==> config.mk <==
export PLATFORM = sky130hd
export DESIGN_NAME = instr_fetch_unit
export DESIGN_NICKNAME = d
export VERILOG_FILES = /design/src/rtl/instr_fetch_unit.sv
export SDC_FILE = /design/constraint.sdc
export NUM_CORES = 1
export LEC_CHECK = 0
export ABC_AREA = 0
export CORE_MARGIN = 1.5
export CORE_UTILIZATION = 48
export CTS_CLUSTER_SIZE = 12
export DETAILED_ROUTE_END_ITERATION = 10
export PLACE_DENSITY = 0.86
export SYNTH_ARGS = -nofsm -noshare
export SYNTH_HDL_FRONTEND = slang
export SYNTH_SLANG_ARGS = --single-unit
export TNS_END_PERCENT = 5
==> constraint.sdc <==
create_clock -name clk -period 4.8 [get_ports clk]
set_input_delay 0.48 -clock clk [delete_from_list [all_inputs] [get_ports clk]]
set_output_delay 0.48 -clock clk [all_outputs]
set_load 0.01 [all_outputs]
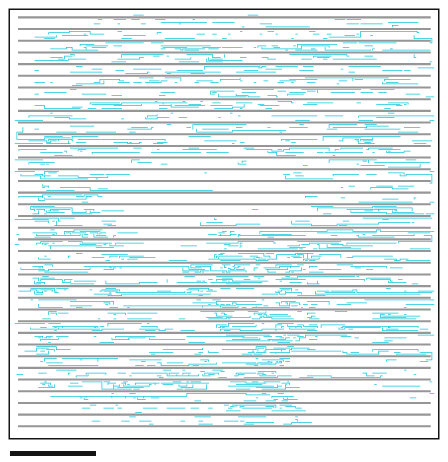
Run 1: metal 1
Scale bar: 20 µm. Supply wires on this layer in gray.
nets with wire on the layer	501
wire length on this layer	4250 µm
routed vias: 3193
GR Util met1: 26.5%
WL final: 9.98 mm

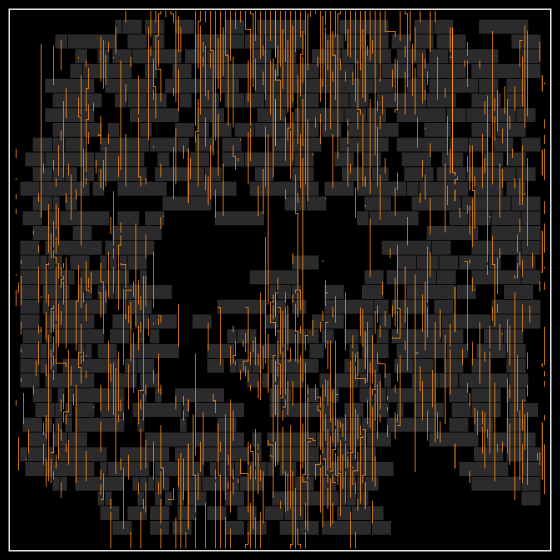
Run 1: the metal 2 layer
Cells faint in the background.
nets with wire on the layer	507
longest straight run	41.1 µm
wire length on this layer	4790 µm
met2 usage: 33.7%

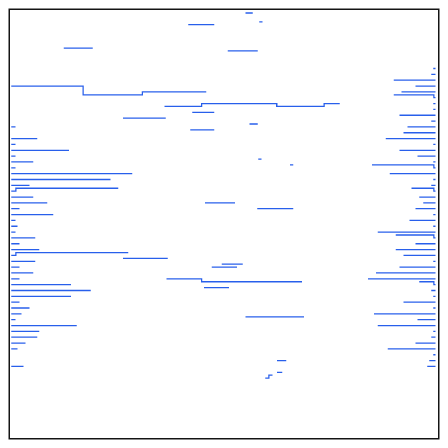
Run 1: the metal 3 layer
share of all routed wire	7.7%
main direction	horizontal
longest straight run	27.8 µm
nets with wire on the layer	105
wire length on this layer	768 µm
grt met3 use: 7.45%

==> results.ini, run 1 <==
[cts]
cts.path.max_buffers = 2
h-tree-depth = 3
clkTransAtPathRegs_ns = 0.10
worstSkewPairLatency_ns = 0.36
cts_tree = built
cts_buffers = 9

[synthesis]
top_cells_by_count = 98 x dfrtp_1, 73 x nand2_1, 33 x buf_4, 30 x mux2_4, 25 x and2_1
yosys_warnings = 0
ys_seq_share_pct = 56.5
synthDistinctLibCells = 45
synthesis.area_mm2 = 0.00448
ys_chip_area_mm2 = 0.00448
largest_area_cell = dfrtp_1
synth.avg_cell_area_um2 = 11.9

[flow_run]
warnings = 28
drv_cap = 0

[timing]
fmax_ghz = 0.369
period_used_pct = 56.4
maxSlewHeadroom_pct = 27.0
fin_worst_skew_ns = 0.00725
finalSetupTns_ns = 0

[placed_design]
port_buffers = 164
place_area_mm2 = 0.00593

[worst_setup_path]
path_buffers = 0
slowest_stage = nand3_4
crit_path_max_fanout = 64
ff2ff_setup_slack_ns = 2.09
path_depth = 4
reg2regPathDepth = 4

[power_and_ir_drop]
p_total_mw = 2.32
power_leakage_nw = 2.84

[die]
chipArea_mm2 = 0.00993
initCoreUtil_pct = 49.0
io_pins = 167

[global_route]
grt_remaining_overflow = 0
grt_pass1_vias = 3296

[status]
status = completed

[drt]
first_pass_iters = 4
post_drt_wl_per_cell_um = 16.1
top_layer = met4
routed-wl-met3_um = 767

[cells_and_area]
area.growth.synth_to_final_pct = 36.3
antenna_cells = 0

[run 1: layout by cell type, fill, tap and decap left out, types with 5 or more instances in the layout]
cell type	count
or4_1	6
nor3_1	5
mux2_4	30
nand2_1	73
a31oi_1	6
dfrtp_1	98
mux2_1	7
clkdlybuf4s50_1	163
a21oi_1	6
and2_1	25
clkbuf_8	9
nor2_1	10
nand4_1	7
[run 1: cell type report]
cell class	instances	area, µm²
Clock buffer	9	124
Clock inverter	7	56.3
Sequential cell	101	2530
Inverter	4	15.0
Tap cell	111	139
Fill cell	710	3040
Timing Repair Buffer	166	1650
Multi-Input combinational cell	223	1590
[run 1: cell families after synthesis]
family	count (synthesis)	synth area share, %
flip-flops	101	56.5
buffers and inverters	53	8.09
AND/OR/NAND/NOR	154	18.3
other	1	0.0836
adder cells (fa/ha/maj)	2	0.558
AND-OR/OR-AND	24	3.68
multiplexers	41	12.8
[run 1: layer usage]
layer,vias up,global-route usage [%]
li1,1499,-
met1,1551,26.5
met2,128,33.7
met3,15,7.45
met4,0,6.18
met5,-,0
[run 1: where the power goes]
part | total (mW) | switching, mW | leakage [nW] | internal (mW)
Sequential | 1.15 | 0.158 | 1.30 | 0.993
Clock | 0.507 | 0.310 | 0.0963 | 0.197
Combinational | 0.666 | 0.270 | 1.45 | 0.396
Total | 2.32 | 0.738 | 2.84 | 1.59
[run 1: per-stage QoR]
step | worst slack, ns | instances
global placement | 2.06 | 605
global route | 1.87 | 621
detailed placement | 1.97 | 605
finish | 2.09 | 621
CTS | 2.08 | 621
floorplan | 3.03 | 377
Run 1, track usage over the die:
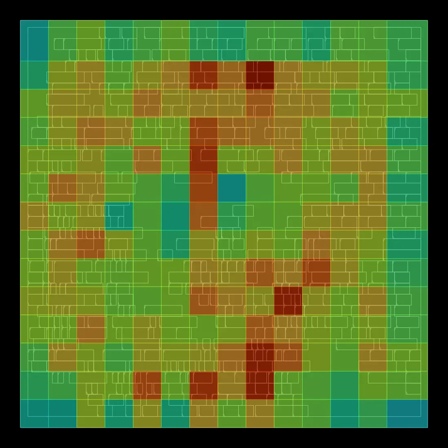

## Run 2: what changed since run 1
CORE_UTILIZATION = 40   (was 48)
PLACE_DENSITY = 0.76   (was 0.86)
clock period = 2.49 ns   (was 4.8 ns; I/O delays follow)
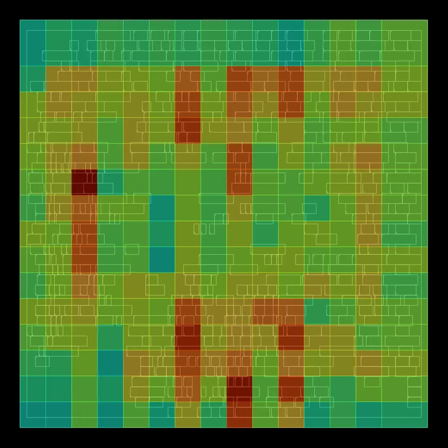
Run 2: track usage over the die
met2 usage: 28.3%
GR Util met1: 23.4%
Core Util, Final: 57.4%

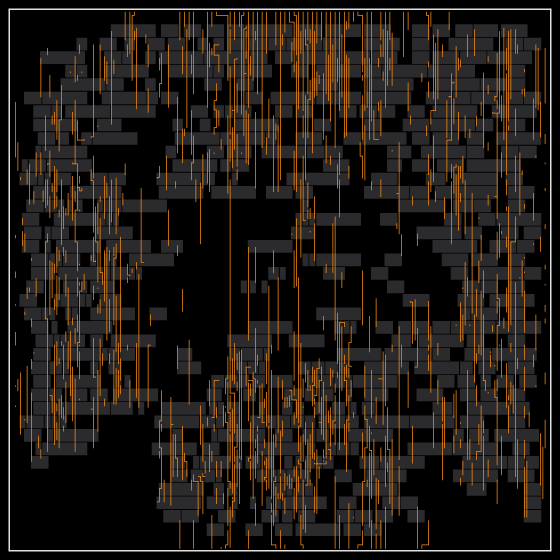
Run 2: the metal 2 layer
Cells faint in the background.
wire length on this layer	5050 µm
share of all routed wire	47%
nets with wire on the layer	499
WL final: 10.6 mm
routed vias: 3221

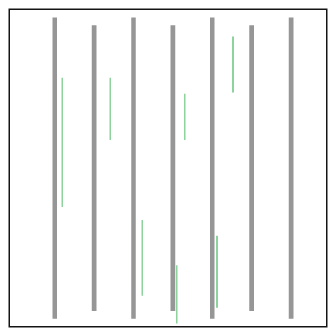
Run 2: met4 routing
Supply wires on this layer in gray.
main direction	vertical
longest straight run	44.2 µm

==> run 2 against run 1 <==
  * Count of clock-buffer cells in the layout stayed put
  * Critical path depth rose by 1
  * Final area is 2.2% higher
  * First-iteration DRC count up 24%
  * Die area up 19%
  * Utilization is 9.4 points lower
  * Cell count rose by 5.8%
  * Flip-flop count unchanged
  * Register-to-register slack got worse by 1.6 ns
  * Global-route usage shrank 2.3 points
  * Critical path type unchanged
  * Largest cell class unchanged
  * Highest routed layer unchanged
==> results.ini, run 2 <==
[cells_and_area]
drive_above_1_share_pct = 13.7
area.growth.synth_to_final_pct = 39.4
antenna_cells = 0  ; unchanged
lay_top_count = clkdlybuf4s50_1
final_cell_mix = 163 x clkdlybuf4s50_1, 98 x dfrtp_1, 73 x nand2_1
layout.nets = 582

[flow_run]
drv_cap = 0  ; unchanged
warnings = 28  ; unchanged

[synthesis]
edf_count = 0
largest_area_cell = dfrtp_1
synth.avg_cell_area_um2 = 11.9  ; unchanged
ys_async_sr_fraction_pct = 100
area_leaders = dfrtp_1 55%, mux2_4 10%, nand2_1 6.1%
ys_seq_share_pct = 56.5  ; unchanged
top_cells_by_count = 98 x dfrtp_1, 73 x nand2_1, 33 x buf_4, 30 x mux2_4, 25 x and2_1
synthesis.area_mm2 = 0.00448  ; unchanged
flop_cell = dfrtp_1
ys_chip_area_mm2 = 0.00448  ; unchanged
postSynthCellCount = 376
synthDistinctLibCells = 45  ; unchanged
yosys_cells = 376
top_cell_area_share_pct = 54.7
yosys_warnings = 0  ; unchanged
yosysMostFrequentCell = dfrtp_1
yosys_register_bits = 101

[worst_setup_path]
worstPathArrival_ns = 2.29
ff2ff_setup_slack_ns = 0.47  ; -1.62 ns
critPathLaunchType = register
end_kind = register
slowest_stage = and4_1
crit_path_max_incr_delay_ns = 0.44
worstPathCellList = nor4_2 > and4_1 > nand3_4 > buf_12 > mux2_4
crit_required_ns = 2.76
path_depth = 5  ; +1
path_buffers = 1  ; +1
reg2regPathDepth = 5  ; +1
crit_path_max_fanout = 64  ; unchanged
crit_family = simple AND/OR/NAND/NOR gates
path_class = reg2reg

[global_route]
grt_remaining_overflow = 0  ; unchanged
grt_pass1_wl_mm = 16.6
grt_pass1_vias = 3246  ; -1.5%
grt_max_degree = 65
antenna_found_initial = 0

[cts]
post_cts_buffers = 0
h-tree-depth = 3  ; unchanged
cts_buffers = 9  ; unchanged
cts_resized = 0
clkTransAtPathRegs_ns = 0.10  ; about the same
cts_tree = built
cts.path.max_buffers = 2  ; unchanged
worstSkewPairLatency_ns = 0.38  ; +0.02 ns
root_buffer = clkbuf_8
clock-sinks = 101

[die]
die_h_um = 109
io_pins = 167  ; unchanged
num_rows = 38
die_w_um = 109
initCoreUtil_pct = 41.2  ; -7.8 points
chipArea_mm2 = 0.0119  ; +19%
core_area_mm2 = 0.0109

[timing]
period_used_pct = 81.1  ; +25 points
finalSetupTns_ns = 0  ; unchanged
fin_crit_ns = 2.02
fmax_ghz = 0.495  ; +34%
fin_worst_skew_ns = 0.00667  ; -0.000578 ns
holdWs_ns = 0.355
slew_violations = 0
rsz0062_at_grt = false
finalSetupViolCount = 0

[status]
status = completed

[placed_design]
port_buffers = 164  ; unchanged
place.gp.congestion = 0.845
hpwlAfterDp_mm = 7.60

[drt]
drt-initial-drc-count = 158
routed_via_density = 4.90
post_drt_wl_per_cell_um = 16.2  ; +0.82%
first_pass_iters = 4  ; unchanged
ant_nets = 0

[power_and_ir_drop]
power_density_mw_per_mm2 = 736
peakVddDrop_mv = 0.487
power_leakage_nw = 2.88  ; +1.3%

[worst_hold_path]
hold_path_class = in2async

run 2: cell counts after synthesis:
No cell type changed its count.
run 2: cells by family after synthesis:
group / synth area share [%]
compound gates: 3.68
fa+ha+maj: 0.558
buf+inv: 8.09
flops: 56.5
mux: 12.8
other cells: 0.0836
simple gates: 18.3
run 2: timing repair:
action | CTS | global route
hold buffers | 1 | 0
setup endpoints to repair | 0 | 0
endpoints found under the hold margin | 29 | 0
run 2: layout make-up:
| type | instances | area [µm²] |
|---|---|---|
| fillers | 897 | 4640 |
| flip-flops and latches | 101 | 2530 |
| repair buffers | 173 | 1730 |
| multi-input cells | 223 | 1590 |
| well taps | 140 | 175 |
| clock buffers | 9 | 124 |
| clock inverters | 7 | 75.1 |
| inverters | 4 | 15.0 |
run 2: power breakdown:
part           total (mW)  internal, mW  switching (mW)  leakage, nW
clock network        1.06         0.467           0.593       0.0918
logic                1.30         0.771           0.534         1.49
registers            2.23          1.91           0.316         1.30
run 2: layer usage:
metal,track usage (%),routed length (µm)
met1,23.4,4450
met2,28.3,5050
met3,8.25,973
met4,5.92,170
met5,0,0
run 2: through the flow:
stage / instances / worst slack (ns) / power, mW / instance area, µm²
global placement: 640 / 0.517 / 3.55 / 6040
detailed placement: 640 / 0.457 / 3.58 / 6040
finish: 657 / 0.470 / 4.60 / 6250
floorplan: 377 / 0.721 / 3.05 / 4490
global route: 657 / 0.335 / 4.88 / 6250
CTS: 657 / 0.456 / 4.66 / 6250
Power is estimated from default activity; no workload was simulated.
